### Wiring heat map, run 1

13 x 13 tiles, from dark blue (low) to red (high), scaled to the fullest tile. Values are wire area over tile area, all layers added.
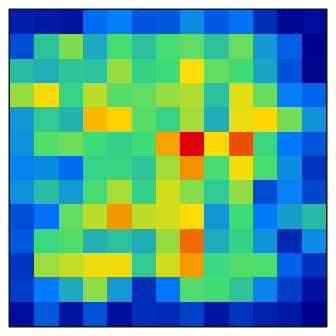
### Cells colored by class, run 1

Fill, decap, tap and diode cells in gray.
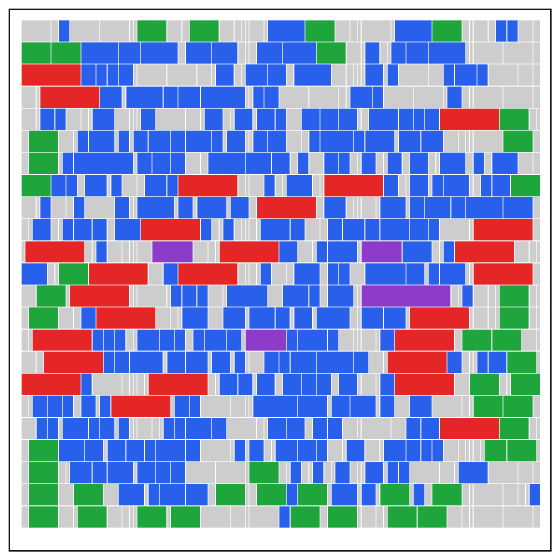
### PDN straps and rails, run 1

The bar under the picture is 20 um long. Pins as bars on the die edge. Tap cells in gray.
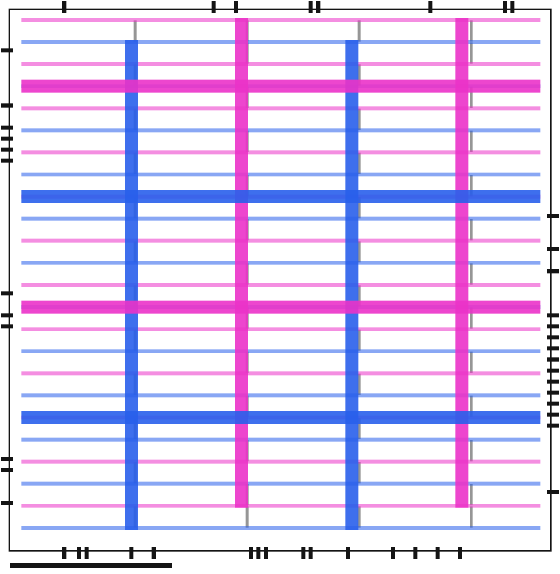
<file path="config.mk">
export PLATFORM = sky130hd
export DESIGN_NAME = pampy_control_fsm_flat
export DESIGN_NICKNAME = d
export VERILOG_FILES = /design/src/rtl/pampy_ctrl_if.sv /design/src/rtl/pampy_control_fsm.sv /design/src/flat_wrapper.sv
export SDC_FILE = /design/constraint.sdc
export NUM_CORES = 1
export LEC_CHECK = 0
export CORE_MARGIN = 1
export CORE_UTILIZATION = 56
export CTS_CLUSTER_DIAMETER = 60
export CTS_CLUSTER_SIZE = 14
export DETAILED_ROUTE_END_ITERATION = 10
export GPL_ROUTABILITY_DRIVEN = 0
export HOLD_SLACK_MARGIN = 0.15
export PLACE_DENSITY_LB_ADDON = 0.05
export SLEW_MARGIN = 20
export SYNTH_ARGS = -nofsm -noshare
export SYNTH_HDL_FRONTEND = slang
export SYNTH_SLANG_ARGS = --single-unit
</file>
<file path="constraint.sdc">
create_clock -name clk -period 9.06 [get_ports clk]
set_clock_uncertainty 0.2 [all_clocks]
set_input_delay 0.906 -clock clk [delete_from_list [all_inputs] [get_ports clk]]
set_output_delay 0.906 -clock clk [all_outputs]
set_load 0.005 [all_outputs]
</file>
<file path="src/rtl/pampy_ctrl_if.sv">
// Control bundle between the pamPy sequencer and its datapath blocks.
// The sequencer uses the master view and the datapath uses the slave view.
interface pampy_ctrl_if #(
  parameter int DATA_WIDTH = 8,
  parameter int ADDR_WIDTH = 12
);
  logic                  run;
  logic [DATA_WIDTH-1:0] INSTR_IN;
  logic                  COMP_IN;
  logic [1:0]            SEL_MUX_OP1;
  logic [1:0]            SEL_MUX_OP2;
  logic                  CTRL_REG_OP1;
  logic                  CTRL_REG_OP2;
  logic [3:0]            SEL_ULA;
  logic                  CTRL_REG_INSTR;
  logic                  CTRL_REG_ARG;
  logic                  CTRL_REG_PC;
  logic                  SEL_MUX_PC;
  logic [1:0]            SEL_MUX_STACK;
  logic                  CTRL_STACK;
  logic                  CTRL_REG_TOS;
  logic                  SEL_MUX_TOS;
  logic                  HALTED;
  logic [1:0]            ERR_CODE;
  logic [3:0]            STATE_OUT;
  logic [ADDR_WIDTH-1:0] DEPTH_OUT;

  modport master (
    input  run, INSTR_IN, COMP_IN,
    output SEL_MUX_OP1, SEL_MUX_OP2, CTRL_REG_OP1, CTRL_REG_OP2, SEL_ULA,
           CTRL_REG_INSTR, CTRL_REG_ARG, CTRL_REG_PC, SEL_MUX_PC,
           SEL_MUX_STACK, CTRL_STACK, CTRL_REG_TOS, SEL_MUX_TOS,
           HALTED, ERR_CODE, STATE_OUT, DEPTH_OUT
  );

  modport slave (
    output run, INSTR_IN, COMP_IN,
    input  SEL_MUX_OP1, SEL_MUX_OP2, CTRL_REG_OP1, CTRL_REG_OP2, SEL_ULA,
           CTRL_REG_INSTR, CTRL_REG_ARG, CTRL_REG_PC, SEL_MUX_PC,
           SEL_MUX_STACK, CTRL_STACK, CTRL_REG_TOS, SEL_MUX_TOS,
           HALTED, ERR_CODE, STATE_OUT, DEPTH_OUT
  );
endinterface

</file>
<file path="src/rtl/pampy_control_fsm.sv">
// Multi-cycle control sequencer for the pamPy stack processor: decodes the
// latched opcode into datapath strobes, tracks stack depth, halts on faults.
//
// state   | meaning
// IDLE    | one cycle after reset
// FETCH   | load instruction/argument when run is high
// DECODE  | latch opcode and branch
// POP_A   | pop first operand into OP1
// POP_B   | pop second operand into OP2
// ALU     | drive ALU function from opcode
// PUSH    | write constant or ALU result to stack
// COND    | branch on registered compare flag
// PC_INC  | PC <= PC + 1
// PC_LOAD | PC <= argument
// HALT    | sticky stop, only reset leaves
module pampy_control_fsm #(
  parameter int DATA_WIDTH = 8,
  parameter int ADDR_WIDTH = 12
) (
  input  logic         clk,
  input  logic         reset,
  pampy_ctrl_if.master bus
);

  typedef enum logic [3:0] {
    S_IDLE    = 4'd0,
    S_FETCH   = 4'd1,
    S_DECODE  = 4'd2,
    S_POP_A   = 4'd3,
    S_POP_B   = 4'd4,
    S_ALU     = 4'd5,
    S_PUSH    = 4'd6,
    S_COND    = 4'd7,
    S_PC_INC  = 4'd8,
    S_PC_LOAD = 4'd9,
    S_HALT    = 4'd15
  } state_e;

  localparam logic [DATA_WIDTH-1:0] OP_LOAD_CONST = DATA_WIDTH'('h64);
  localparam logic [DATA_WIDTH-1:0] OP_ADD        = DATA_WIDTH'('h17);
  localparam logic [DATA_WIDTH-1:0] OP_SUB        = DATA_WIDTH'('h18);
  localparam logic [DATA_WIDTH-1:0] OP_MUL        = DATA_WIDTH'('h14);
  localparam logic [DATA_WIDTH-1:0] OP_CMP        = DATA_WIDTH'('h6B);
  localparam logic [DATA_WIDTH-1:0] OP_POP_TOP    = DATA_WIDTH'('h01);
  localparam logic [DATA_WIDTH-1:0] OP_PJIF       = DATA_WIDTH'('h72);
  localparam logic [DATA_WIDTH-1:0] OP_JUMP       = DATA_WIDTH'('h71);
  localparam logic [DATA_WIDTH-1:0] OP_NOP        = DATA_WIDTH'('h09);

  localparam logic [1:0] ERR_NONE    = 2'd0;
  localparam logic [1:0] ERR_ILLEGAL = 2'd1;
  localparam logic [1:0] ERR_UNDER   = 2'd2;
  localparam logic [1:0] ERR_OVER    = 2'd3;

  localparam logic [ADDR_WIDTH-1:0] DEPTH_ONE = ADDR_WIDTH'(1);
  localparam logic [ADDR_WIDTH-1:0] DEPTH_MAX = '1;

  state_e                state_q, state_d;
  logic [DATA_WIDTH-1:0] op_q, op_d;
  logic [1:0]            err_q, err_d;
  logic [ADDR_WIDTH-1:0] depth_q, depth_d;

  function automatic logic [3:0] alu_code(input logic [DATA_WIDTH-1:0] op);
    case (op)
      OP_ADD:  return 4'd0;
      OP_SUB:  return 4'd1;
      OP_MUL:  return 4'd2;
      OP_CMP:  return 4'd3;
      OP_PJIF: return 4'd6;
      default: return 4'd0;
    endcase
  endfunction

  always_ff @(posedge clk) begin
    if (reset) begin
      state_q <= S_IDLE;
      op_q    <= '0;
      err_q   <= ERR_NONE;
      depth_q <= '0;
    end else begin
      state_q <= state_d;
      op_q    <= op_d;
      err_q   <= err_d;
      depth_q <= depth_d;
    end
  end

  always_comb begin
    depth_d = depth_q;
    case (state_q)
      S_POP_A, S_POP_B: depth_d = depth_q - DEPTH_ONE;
      S_PUSH:           depth_d = depth_q + DEPTH_ONE;
      default:          depth_d = depth_q;
    endcase
  end

  always_comb begin
    state_d = state_q;
    op_d    = op_q;
    err_d   = err_q;
    case (state_q)
      S_IDLE:  state_d = S_FETCH;
      S_FETCH: if (bus.run) state_d = S_DECODE;
      S_DECODE: begin
        op_d = bus.INSTR_IN;
        case (bus.INSTR_IN)
          OP_LOAD_CONST:                                         state_d = S_PUSH;
          OP_ADD, OP_SUB, OP_MUL, OP_CMP, OP_POP_TOP, OP_PJIF:   state_d = S_POP_A;
          OP_JUMP:                                               state_d = S_PC_LOAD;
          OP_NOP:                                                state_d = S_PC_INC;
          default: begin
            state_d = S_HALT;
            err_d   = ERR_ILLEGAL;
          end
        endcase
      end
      S_POP_A: begin
        if (op_q == OP_POP_TOP)   state_d = S_PC_INC;
        else if (op_q == OP_PJIF) state_d = S_ALU;
        else                      state_d = S_POP_B;
      end
      S_POP_B:   state_d = S_ALU;
      S_ALU:     state_d = (op_q == OP_PJIF) ? S_COND : S_PUSH;
      S_PUSH:    state_d = S_PC_INC;
      S_COND:    state_d = bus.COMP_IN ? S_PC_INC : S_PC_LOAD;
      S_PC_INC:  state_d = S_FETCH;
      S_PC_LOAD: state_d = S_FETCH;
      S_HALT:    state_d = S_HALT;
      default:   state_d = S_IDLE;
    endcase

    // Stack faults redirect the transition itself, so the faulting state never issues strobes.
    if ((state_d == S_POP_A || state_d == S_POP_B) && depth_d == '0) begin
      state_d = S_HALT;
      err_d   = ERR_UNDER;
    end else if (state_d == S_PUSH && depth_d == DEPTH_MAX) begin
      state_d = S_HALT;
      err_d   = ERR_OVER;
    end
  end

  always_comb begin
    bus.SEL_MUX_OP1    = 2'd0;
    bus.SEL_MUX_OP2    = 2'd0;
    bus.CTRL_REG_OP1   = 1'b0;
    bus.CTRL_REG_OP2   = 1'b0;
    bus.SEL_ULA        = 4'd0;
    bus.CTRL_REG_INSTR = 1'b0;
    bus.CTRL_REG_ARG   = 1'b0;
    bus.CTRL_REG_PC    = 1'b0;
    bus.SEL_MUX_PC     = 1'b0;
    bus.SEL_MUX_STACK  = 2'd0;
    bus.CTRL_STACK     = 1'b0;
    bus.CTRL_REG_TOS   = 1'b0;
    bus.SEL_MUX_TOS    = 1'b0;
    case (state_q)
      S_FETCH: begin
        bus.CTRL_REG_INSTR = bus.run;
        bus.CTRL_REG_ARG   = bus.run;
      end
      S_POP_A: begin
        bus.CTRL_REG_OP1 = 1'b1;
        bus.CTRL_REG_TOS = 1'b1;
        bus.SEL_MUX_TOS  = 1'b1;
      end
      S_POP_B: begin
        bus.CTRL_REG_OP2 = 1'b1;
        bus.SEL_MUX_OP2  = 2'd1;
        bus.CTRL_REG_TOS = 1'b1;
        bus.SEL_MUX_TOS  = 1'b1;
      end
      S_ALU: bus.SEL_ULA = alu_code(op_q);
      S_PUSH: begin
        bus.CTRL_STACK    = 1'b1;
        bus.CTRL_REG_TOS  = 1'b1;
        bus.SEL_MUX_STACK = (op_q == OP_LOAD_CONST) ? 2'd0 : 2'd3;
        bus.SEL_ULA       = alu_code(op_q);
      end
      S_PC_INC: begin
        bus.SEL_MUX_OP2 = 2'd2;
        bus.SEL_ULA     = 4'd5;
        bus.CTRL_REG_PC = 1'b1;
      end
      S_PC_LOAD: begin
        bus.SEL_MUX_OP2 = 2'd0;
        bus.SEL_ULA     = 4'd4;
        bus.CTRL_REG_PC = 1'b1;
      end
      default: ;
    endcase
  end

  assign bus.HALTED    = (state_q == S_HALT);
  assign bus.ERR_CODE  = err_q;
  assign bus.STATE_OUT = state_q;
  assign bus.DEPTH_OUT = depth_q;

endmodule

</file>
<file path="src/flat_wrapper.sv">
// flat-port wrapper written by rule: the top's interface ports become plain ports
module pampy_control_fsm_flat 
#(
  parameter int DATA_WIDTH = 8,
  parameter int ADDR_WIDTH = 12
)
  (clk, reset, bus_run, bus_INSTR_IN, bus_COMP_IN, bus_SEL_MUX_OP1, bus_SEL_MUX_OP2, bus_CTRL_REG_OP1, bus_CTRL_REG_OP2, bus_SEL_ULA, bus_CTRL_REG_INSTR, bus_CTRL_REG_ARG, bus_CTRL_REG_PC, bus_SEL_MUX_PC, bus_SEL_MUX_STACK, bus_CTRL_STACK, bus_CTRL_REG_TOS, bus_SEL_MUX_TOS, bus_HALTED, bus_ERR_CODE, bus_STATE_OUT, bus_DEPTH_OUT);
  pampy_ctrl_if #(.DATA_WIDTH(DATA_WIDTH), .ADDR_WIDTH(ADDR_WIDTH)) bus_i ();
  input  logic clk;
  input  logic reset;
  input wire logic [$bits(bus_i.run)-1:0] bus_run;
  input wire logic [$bits(bus_i.INSTR_IN)-1:0] bus_INSTR_IN;
  input wire logic [$bits(bus_i.COMP_IN)-1:0] bus_COMP_IN;
  output wire logic [$bits(bus_i.SEL_MUX_OP1)-1:0] bus_SEL_MUX_OP1;
  output wire logic [$bits(bus_i.SEL_MUX_OP2)-1:0] bus_SEL_MUX_OP2;
  output wire logic [$bits(bus_i.CTRL_REG_OP1)-1:0] bus_CTRL_REG_OP1;
  output wire logic [$bits(bus_i.CTRL_REG_OP2)-1:0] bus_CTRL_REG_OP2;
  output wire logic [$bits(bus_i.SEL_ULA)-1:0] bus_SEL_ULA;
  output wire logic [$bits(bus_i.CTRL_REG_INSTR)-1:0] bus_CTRL_REG_INSTR;
  output wire logic [$bits(bus_i.CTRL_REG_ARG)-1:0] bus_CTRL_REG_ARG;
  output wire logic [$bits(bus_i.CTRL_REG_PC)-1:0] bus_CTRL_REG_PC;
  output wire logic [$bits(bus_i.SEL_MUX_PC)-1:0] bus_SEL_MUX_PC;
  output wire logic [$bits(bus_i.SEL_MUX_STACK)-1:0] bus_SEL_MUX_STACK;
  output wire logic [$bits(bus_i.CTRL_STACK)-1:0] bus_CTRL_STACK;
  output wire logic [$bits(bus_i.CTRL_REG_TOS)-1:0] bus_CTRL_REG_TOS;
  output wire logic [$bits(bus_i.SEL_MUX_TOS)-1:0] bus_SEL_MUX_TOS;
  output wire logic [$bits(bus_i.HALTED)-1:0] bus_HALTED;
  output wire logic [$bits(bus_i.ERR_CODE)-1:0] bus_ERR_CODE;
  output wire logic [$bits(bus_i.STATE_OUT)-1:0] bus_STATE_OUT;
  output wire logic [$bits(bus_i.DEPTH_OUT)-1:0] bus_DEPTH_OUT;
  assign bus_i.run = bus_run;
  assign bus_i.INSTR_IN = bus_INSTR_IN;
  assign bus_i.COMP_IN = bus_COMP_IN;
  assign bus_SEL_MUX_OP1 = bus_i.SEL_MUX_OP1;
  assign bus_SEL_MUX_OP2 = bus_i.SEL_MUX_OP2;
  assign bus_CTRL_REG_OP1 = bus_i.CTRL_REG_OP1;
  assign bus_CTRL_REG_OP2 = bus_i.CTRL_REG_OP2;
  assign bus_SEL_ULA = bus_i.SEL_ULA;
  assign bus_CTRL_REG_INSTR = bus_i.CTRL_REG_INSTR;
  assign bus_CTRL_REG_ARG = bus_i.CTRL_REG_ARG;
  assign bus_CTRL_REG_PC = bus_i.CTRL_REG_PC;
  assign bus_SEL_MUX_PC = bus_i.SEL_MUX_PC;
  assign bus_SEL_MUX_STACK = bus_i.SEL_MUX_STACK;
  assign bus_CTRL_STACK = bus_i.CTRL_STACK;
  assign bus_CTRL_REG_TOS = bus_i.CTRL_REG_TOS;
  assign bus_SEL_MUX_TOS = bus_i.SEL_MUX_TOS;
  assign bus_HALTED = bus_i.HALTED;
  assign bus_ERR_CODE = bus_i.ERR_CODE;
  assign bus_STATE_OUT = bus_i.STATE_OUT;
  assign bus_DEPTH_OUT = bus_i.DEPTH_OUT;
  pampy_control_fsm #(.DATA_WIDTH(DATA_WIDTH), .ADDR_WIDTH(ADDR_WIDTH)) u_core (.clk(clk), .reset(reset), .bus(bus_i));
endmodule
</file>
==> flow_metrics.env, run 1 <==
# yosys + openroad results
export IMPL_bufAreaShareNonClock_pct=16.3
export IMPL_r2r_start="u_core.bus.STATE_OUT[2]"
export IMPL_layout_top_cell="clkdlybuf4s50_1"
export IMPL_drt_initial_drc_count=156
export IMPL_finalSetupTns_ns=0
export IMPL_simple_gate_share_pct=37.6
export IMPL_fp_util_pct=58.2
export IMPL_finalPower_mw=1.12
export IMPL_fillers=363
export IMPL_yosysUniqueCellTypes=63
export IMPL_ys_seq_share_pct=22.3
export IMPL_wl_met2_um=2730
export IMPL_slowest_delay_ns=0.67
export IMPL_synth_top_cell_by_count="nand2_1"
export IMPL_clk_latency_ns=0.28
export IMPL_cts_tree="yes"
export IMPL_finalSetupViolCount=0
export IMPL_placed_area_sq_um=2730
export IMPL_cts_sinks=26
export IMPL_die_w_um=66.5
export IMPL_drv_slew=0
export IMPL_final_cells=396
export IMPL_cp_required_ns=9.04
export IMPL_layout_comb_gates_multi_input=259
export IMPL_ys_sh_aoi_pct=21.6
export IMPL_use_met1_pct=41.4
export IMPL_fa_ha_area_share_pct=6.23
export IMPL_clkCellAreaFrac_pct=2.54
export IMPL_warnings=26
export IMPL_path_cells="nor2b_1, nand3_1, ha_1, a21o_1, a2111oi_2, o2111a_1, nor3_1, or4b_1, or4b_4, o311ai_1"
export IMPL_critPathMaxFanout=15
export IMPL_yosys_area_sq_um=2330
export IMPL_grt_max_degree=27
export IMPL_p_int_uw=583
export IMPL_r2r_end="u_core.bus.ERR_CODE[1]"
export IMPL_post_route_min_period_ns=4.70
export IMPL_antenna_found_initial=0
export IMPL_largest_cell_class="multi-input combinational cells"
export IMPL_clk_power_uw=97.4
export IMPL_yosysTopAreaCell="dfxtp_1"
export IMPL_final_hold_viol_count=0
export IMPL_power_frac_seq_pct=19.4
export IMPL_clock_buffers=3
export IMPL_grtUsageMet3_pct=4.11
export IMPL_comb_share_pct=58.9
export IMPL_ys_warn_count=0
export IMPL_cts_resized=0
export IMPL_drive_gt1_share_pct=4.91
export IMPL_comb_power_uw=806
export IMPL_netlist_instances=320
export IMPL_wl_met1_um=2950
export IMPL_ys_sh_xor_pct=3.01
export IMPL_grt_busiest_layer="met2"
export IMPL_dp_final_hpwl_um=4510
export IMPL_p_per_area_nw_per_um2=399
export IMPL_dr_max_layer_used="met4"
export IMPL_leakage_nw=1.04
export IMPL_first_pass_iters=5
export IMPL_n_tap_cell=50
export IMPL_logic_family="simple AND/OR/NAND/NOR gates"
export IMPL_final_core_util_pct=70.2
export IMPL_p_clk_share_pct=8.7
export IMPL_drv_cap=0
export IMPL_cts_root_buffer="clkbuf_8"
export IMPL_synth_area_sq_um=2330
export IMPL_min_period_over_period_pct=51.8
export IMPL_edf_count=0
export IMPL_synth_top_flop_cell="dfxtp_1"
export IMPL_crit_start="u_core.bus.STATE_OUT[2]"
export IMPL_largest_reg_flops=12
export IMPL_fin_area_sq_um=2810
export IMPL_flop_count=26
export IMPL_rsz0062_at_grt="no"
export IMPL_synthArstFlopShare_pct=0
export IMPL_drt_wl_total_um=5990
export IMPL_port_buffers=45
export IMPL_top_cells_by_area="dfxtp_1 (22%), a21oi_1 (5.8%), nand2_1 (5.5%)"
export IMPL_hold_worst_slack_ns=0.299
export IMPL_maxPowerGroup="combinational logic"
export IMPL_layout_setup_ws_ns=4.36
export IMPL_drc=0
export IMPL_io_pins=50
export IMPL_cts_setup_buffers=0
export IMPL_max_freq_ghz=0.213
export IMPL_yosys_top_cells_count="nand2_1 (34), nor2_1 (31), a21oi_1 (27), dfxtp_1 (26), nor3_1 (17)"
export IMPL_core_area_sq_um=4000
export IMPL_comb_area_sq_um=1660
export IMPL_startpoint_type="flop"
export IMPL_status="finished clean"
export IMPL_grt_usage_pct=28.3
export IMPL_ys_cells=320
export IMPL_path_buffers=0
export IMPL_syn_avg_cell_area_sq_um=7.28
export IMPL_crit_cells=10
export IMPL_endpoint="u_core.bus.ERR_CODE[1]"
export IMPL_ys_flops=26
export IMPL_globalRouteOverflowTotal=0
export IMPL_inverters=11
export IMPL_finish_net_count=370
export IMPL_vias=2447
export IMPL_post_drt_wl_per_cell_um=15.1
export IMPL_dp_slack_ns=4.47
export IMPL_worst_pin_slew_ns=0.969
-- 'Wiring heat map' (at the start) --
38% of the tiles are over half the peak. The emptiest ninth of the die: lower right. The mean over all tiles is 0.21. 2.4% of the tiles are nearly empty.

-- 'Cells colored by class' (at the start) --
combinational and other logic: shown in blue, cells 270, share of their area 62%. remaining buffers and delay cells: shown in green, cells 46, share of their area 17%. sequential cells: shown in red, cells 26, share of their area 19%. clock drivers and dummy loads: shown in purple, cells 4, share of their area 2.6%.

-- 'PDN straps and rails' (at the start) --
VSS: shown in blue. VDD: shown in magenta.
The core has 23 rows. 24 met1 rails follow the rows. 4 straps on met4.

## Run 2: what changed since run 1
--- a/config.mk
+++ b/config.mk
@@ -6,7 +6,7 @@
 export NUM_CORES = 1
 export LEC_CHECK = 0
 export CORE_MARGIN = 1
-export CORE_UTILIZATION = 56
+export CORE_UTILIZATION = 47
 export CTS_CLUSTER_DIAMETER = 60
 export CTS_CLUSTER_SIZE = 14
 export DETAILED_ROUTE_END_ITERATION = 10
==> constraint.sdc (replaced) <==
create_clock -name clk -period 3.9 [get_ports clk]
set_clock_uncertainty 0.2 [all_clocks]
set_input_delay 0.39 -clock clk [delete_from_list [all_inputs] [get_ports clk]]
set_output_delay 0.39 -clock clk [all_outputs]
set_load 0.005 [all_outputs]
### PDN straps and rails, run 2

The bar under the picture is 20 um long. Pins as bars on the die edge. Tap cells in gray.
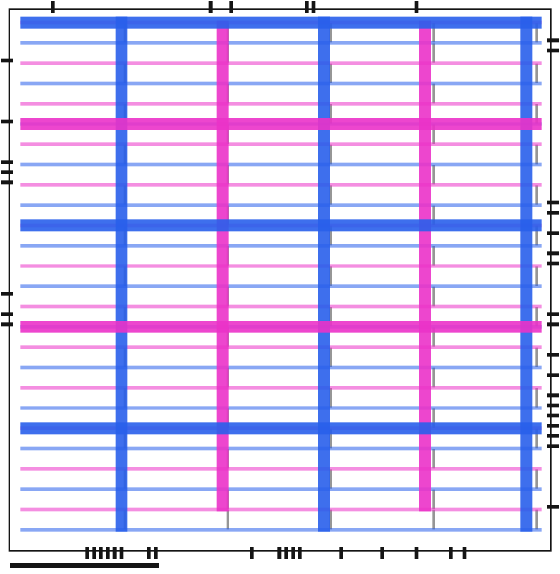
VSS: shown in blue. VDD: shown in magenta.
5 straps on met5. 5 straps on met4.

==> run 2 against run 1 <==
Net effect:
- clock-buffer cell count grew 1
- die area grew 19%
- via count shrank 1.1%
- utilization shrank 8.3 points
- critical path depth is the same
- critical path type unchanged
- largest cell class unchanged
- highest routed layer unchanged
==> flow_metrics.env, run 2 <==
# yosys + openroad results
export IMPL_crit_cells=10
export IMPL_grt_usage_pct=23.2
export IMPL_numCtsBuffers=3
export IMPL_chipArea_sq_um=5240
export IMPL_io_pins=50
export IMPL_max_freq_ghz=0.273
export IMPL_cts_resized=0
export IMPL_drt_wl_total_um=5960
export IMPL_path_buffers=0
export IMPL_synthArstFlopShare_pct=0
export IMPL_drv_slew=0
export IMPL_dp_final_hpwl_um=4620
export IMPL_power_frac_seq_pct=16.4
export IMPL_ctsHtreeMaxLevel=1
export IMPL_grt_max_degree=27
export IMPL_yosysUniqueCellTypes=63
export IMPL_leakage_nw=1.10
export IMPL_grt_busiest_layer="met2"
export IMPL_cts_setup_buffers=0
export IMPL_yosys_top_cells_count="nand2_1 (34), nor2_1 (31), a21oi_1 (27), dfxtp_1 (26), nor3_1 (17)"
export IMPL_vias=2419
export IMPL_clk_power_uw=170
export IMPL_synth_area_sq_um=2330
export IMPL_fa_ha_area_share_pct=6.23
export IMPL_sh_seq_area_pct=17.7
export IMPL_comb_area_sq_um=1690
export IMPL_finalSetupViolCount=0
export IMPL_power_frac_comb_pct=77.3
export IMPL_dr_max_layer_used="met4"
export IMPL_syn_avg_cell_area_sq_um=7.28
export IMPL_grtUsageMet3_pct=2.92
export IMPL_layout_setup_ws_ns=0.242
export IMPL_inverters=11
export IMPL_grt_pass1_wl_um=9760
export IMPL_post_drt_wl_per_cell_um=14.0
export IMPL_maxPowerGroup="combinational logic"
export IMPL_comb_power_mw=2.10
export IMPL_status="finished clean"
export IMPL_bufAreaShareNonClock_pct=18.6
export IMPL_wl_met1_um=3040
export IMPL_cts_root_buffer="clkbuf_8"
export IMPL_synth_top_cell_by_count="nand2_1"
export IMPL_yosysTopAreaCell="dfxtp_1"
export IMPL_rr_worst_depth=10
export IMPL_clk_latency_ns=0.27
export IMPL_final_core_util_pct=61.9
export IMPL_final_hold_viol_count=0
export IMPL_cts_tree="yes"
export IMPL_placed_cells=421
export IMPL_startpoint_type="flop"
export IMPL_post_route_min_period_ns=3.66
export IMPL_dp_slack_ns=0.200
export IMPL_min_period_over_period_pct=93.8
export IMPL_logic_family="simple AND/OR/NAND/NOR gates"
export IMPL_ys_flops=26
export IMPL_r2r_end="u_core.bus.ERR_CODE[1]"
export IMPL_switching_share_pct=46.9
export IMPL_use_met1_pct=35.3
export IMPL_antenna_found_initial=0
export IMPL_first_pass_iters=4
export IMPL_cp_required_ns=3.88
export IMPL_fp_util_pct=49.0
export IMPL_max_vdd_ir_drop_mv=0.501
export IMPL_die_y_um=72.4
export IMPL_die_w_um=72.4
export IMPL_largest_cell_class="multi-input combinational cells"
export IMPL_simple_gate_share_pct=37.6
export IMPL_clkCellAreaFrac_pct=1.87
export IMPL_warnings=26
export IMPL_drive_gt1_share_pct=9.22
export IMPL_slowest_delay_ns=0.55
export IMPL_placed_area_sq_um=2860
export IMPL_finalSetupTns_ns=0
export IMPL_clk_path_buf_depth=2
export IMPL_endpoint="u_core.bus.ERR_CODE[1]"
export IMPL_ys_seq_share_pct=22.3
export IMPL_cts_sinks=26
export IMPL_ant_nets=0
export IMPL_synth_top_flop_cell="dfxtp_1"
export IMPL_ys_sh_aoi_pct=21.6
export IMPL_comb_share_pct=57.6
export IMPL_ys_warn_count=0
export IMPL_cp_arrival_ns=3.64
export IMPL_drt_initial_drc_count=251
export IMPL_netSwitchingPower_mw=1.28
export IMPL_edf_count=0
export IMPL_path_cells="nor2b_1, nand3_4, fa_1, a21o_1, a2111oi_4, o2111a_1, nor3_1, or4b_1, or4b_4, o311ai_1"
export IMPL_mux_share_pct=1.72
export IMPL_wl_met2_um=2680
export IMPL_port_buffers=45
export IMPL_top_cells_by_area="dfxtp_1 (22%), a21oi_1 (5.8%), nand2_1 (5.5%)"
export IMPL_area_growth_pct=26.3
export IMPL_p_clk_share_pct=6.3
export IMPL_drc=0
export IMPL_netlist_instances=320
export IMPL_path_class="flop to flop"
export IMPL_cpMaxStageDelayCell="or4b_4"
export IMPL_p_per_area_nw_per_um2=924
export IMPL_hold_worst_slack_ns=0.292
export IMPL_yosys_area_sq_um=2330
export IMPL_slew_headroom_pct=56.7
export IMPL_finish_net_count=382
export IMPL_seqCellArea_sq_um=520
export IMPL_critPathMaxFanout=15
export IMPL_rsz0062_at_grt="no"
export IMPL_globalRouteOverflowTotal=0
export IMPL_worst_pin_slew_ns=0.646
export IMPL_clock_buffers=4
export IMPL_p_int_mw=1.44
export IMPL_ys_sh_xor_pct=3.01
export IMPL_layout_comb_gates_multi_input=259
export IMPL_r2r_start="u_core.bus.STATE_OUT[2]"
export IMPL_fin_area_sq_um=2940
export IMPL_fillers=450
export IMPL_drv_cap=0
export IMPL_finalPower_mw=2.72
export IMPL_largest_reg_flops=12
export IMPL_layout_top_cell="clkdlybuf4s50_1"
export IMPL_ys_cells=320
export IMPL_hp_class="flop to flop"
export IMPL_crit_start="u_core.bus.STATE_OUT[2]"
### Placement view, run 2

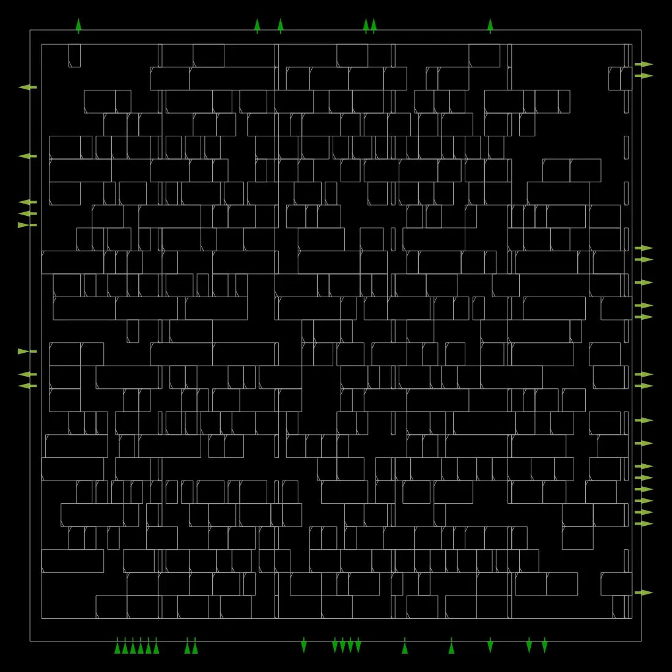
# rows: 25
non-filler instance count after layout: 425
n_taps: 67
Core Area: 4750 sq um
Flops: 26

## Run 3: what changed since run 2
--- a/config.mk
+++ b/config.mk
@@ -8,12 +8,11 @@
 export CORE_MARGIN = 1
 export CORE_UTILIZATION = 47
 export CTS_CLUSTER_DIAMETER = 60
-export CTS_CLUSTER_SIZE = 14
+export CTS_CLUSTER_SIZE = 20
 export DETAILED_ROUTE_END_ITERATION = 10
 export GPL_ROUTABILITY_DRIVEN = 0
 export HOLD_SLACK_MARGIN = 0.15
 export PLACE_DENSITY_LB_ADDON = 0.05
-export SLEW_MARGIN = 20
 export SYNTH_ARGS = -nofsm -noshare
 export SYNTH_HDL_FRONTEND = slang
 export SYNTH_SLANG_ARGS = --single-unit
### Placement view, run 3

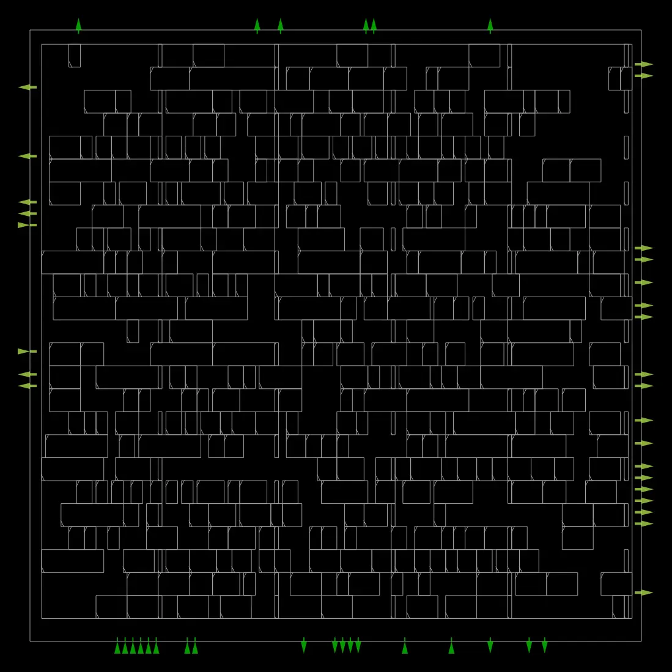
Layout fillers: 450
Final Util: 61.8%

==> run 3 against run 2 <==
Net effect:
- clock power barely moved
- sequential power barely moved
- first-iteration DRC count rose by 1.6%
- synthesized cell count did not move
- final area fell by 0.17%
- combinational power barely moved
- total power barely moved
- setup slack got worse by 0.0013 ns
- via count rose by 0.29%
- clock-buffer cell count did not move
- cell count did not move
- critical path type unchanged
==> flow_metrics.env, run 3 <==
# yosys + openroad results
export IMPL_status="finished clean"
export IMPL_dp_slack_ns=0.200
export IMPL_grtUsageMet3_pct=2.92
export IMPL_ant_nets=0
export IMPL_grt_pass1_wl_um=9760
export IMPL_drv_slew=0
export IMPL_crit_start="u_core.bus.STATE_OUT[2]"
export IMPL_simple_gate_share_pct=37.6
export IMPL_cts_root_buffer="clkbuf_8"
export IMPL_placed_area_sq_um=2860
export IMPL_r2r_end="u_core.bus.ERR_CODE[1]"
export IMPL_largest_reg_flops=12
export IMPL_rsz0062_at_grt="no"
export IMPL_ys_sh_aoi_pct=21.6
export IMPL_flop_count=26
export IMPL_grt_max_degree=27
export IMPL_chipArea_sq_um=5240
export IMPL_wl_met1_um=3010
export IMPL_synth_top_cell_by_count="nand2_1"
export IMPL_slowest_delay_ns=0.55
export IMPL_cts_tree="yes"
export IMPL_drt_initial_drc_count=255
export IMPL_use_met1_pct=35.3
export IMPL_finish_net_count=382
export IMPL_clk_latency_ns=0.27
export IMPL_bufAreaShareNonClock_pct=18.7
export IMPL_syn_avg_cell_area_sq_um=7.28
export IMPL_fa_ha_area_share_pct=6.23
export IMPL_dp_final_hpwl_um=4620
export IMPL_first_pass_iters=4
export IMPL_synthArstFlopShare_pct=0
export IMPL_yosysTopAreaCell="dfxtp_1"
export IMPL_finalSetupViolCount=0
export IMPL_finalPower_mw=2.72
export IMPL_globalRouteOverflowTotal=0
export IMPL_path_class="flop to flop"
export IMPL_p_per_area_nw_per_um2=925
export IMPL_logic_family="simple AND/OR/NAND/NOR gates"
export IMPL_largest_cell_class="multi-input combinational cells"
export IMPL_clkCellAreaFrac_pct=1.87
export IMPL_grt_busiest_layer="met2"
export IMPL_max_vdd_ir_drop_mv=0.502
export IMPL_wl_met2_um=2680
export IMPL_ctsHtreeMaxLevel=1
export IMPL_hold_worst_slack_ns=0.292
export IMPL_power_frac_seq_pct=16.4
export IMPL_ys_cells=320
export IMPL_comb_share_pct=57.5
export IMPL_ys_flops=26
export IMPL_cts_resized=0
export IMPL_fin_area_sq_um=2940
export IMPL_placed_cells=421
export IMPL_layout_setup_ws_ns=0.241
export IMPL_final_hold_viol_count=0
export IMPL_drive_gt1_share_pct=8.94
export IMPL_synth_area_sq_um=2330
export IMPL_r2r_start="u_core.bus.STATE_OUT[2]"
export IMPL_area_growth_pct=26.1
export IMPL_rr_worst_depth=10
export IMPL_drc=0
export IMPL_path_buffers=0
export IMPL_inverters=11
export IMPL_endpoint="u_core.bus.ERR_CODE[1]"
export IMPL_top_cells_by_area="dfxtp_1 (22%), a21oi_1 (5.8%), nand2_1 (5.5%)"
export IMPL_min_period_over_period_pct=93.8
export IMPL_warnings=26
export IMPL_final_cells=425
export IMPL_p_int_mw=1.44
export IMPL_synth_top_flop_cell="dfxtp_1"
export IMPL_switching_share_pct=46.9
export IMPL_clk_path_buf_depth=2
export IMPL_dr_max_layer_used="met4"
export IMPL_ys_sh_xor_pct=3.01
export IMPL_yosys_top_cells_count="nand2_1 (34), nor2_1 (31), a21oi_1 (27), dfxtp_1 (26), nor3_1 (17)"
export IMPL_seqCellArea_sq_um=520
export IMPL_power_frac_comb_pct=77.3
export IMPL_edf_count=0
export IMPL_layout_comb_gates_multi_input=259
export IMPL_layout_top_cell="clkdlybuf4s50_1"
export IMPL_post_drt_wl_per_cell_um=14.0
export IMPL_sh_seq_area_pct=17.7
export IMPL_hp_class="flop to flop"
export IMPL_port_buffers=45
export IMPL_cts_sinks=26
export IMPL_io_pins=50
export IMPL_cp_arrival_ns=3.64
export IMPL_mux_share_pct=1.72
export IMPL_die_y_um=72.4
export IMPL_comb_power_mw=2.10
export IMPL_ys_seq_share_pct=22.3
export IMPL_leakage_nw=1.09
export IMPL_core_area_sq_um=4750
export IMPL_cpMaxStageDelayCell="or4b_4"
export IMPL_p_clk_share_pct=6.3
export IMPL_worst_pin_slew_ns=1.11
export IMPL_max_freq_ghz=0.273
export IMPL_post_route_min_period_ns=3.66
export IMPL_antenna_found_initial=0
export IMPL_yosysUniqueCellTypes=63
### Cells colored by class, run 3

Fill, decap, tap and diode cells in gray.
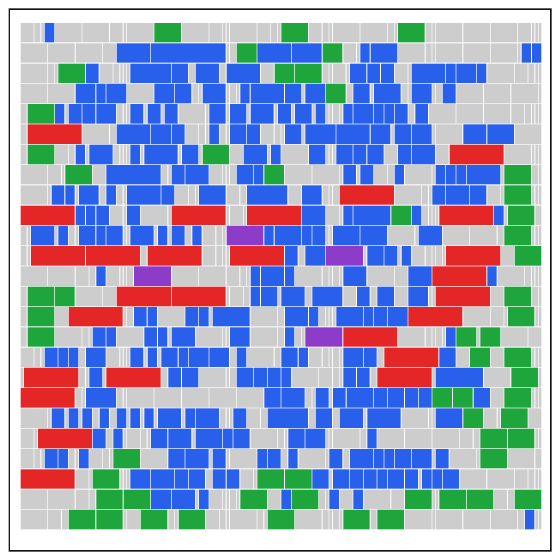
combinational and other logic: shown in blue, cells 270, share of their area 61%. clock drivers and dummy loads: shown in purple, cells 4, share of their area 1.9%. sequential cells: shown in red, cells 26, share of their area 18%. remaining buffers and delay cells: shown in green, cells 58, share of their area 19%.

Power is estimated from default activity; no workload was simulated.
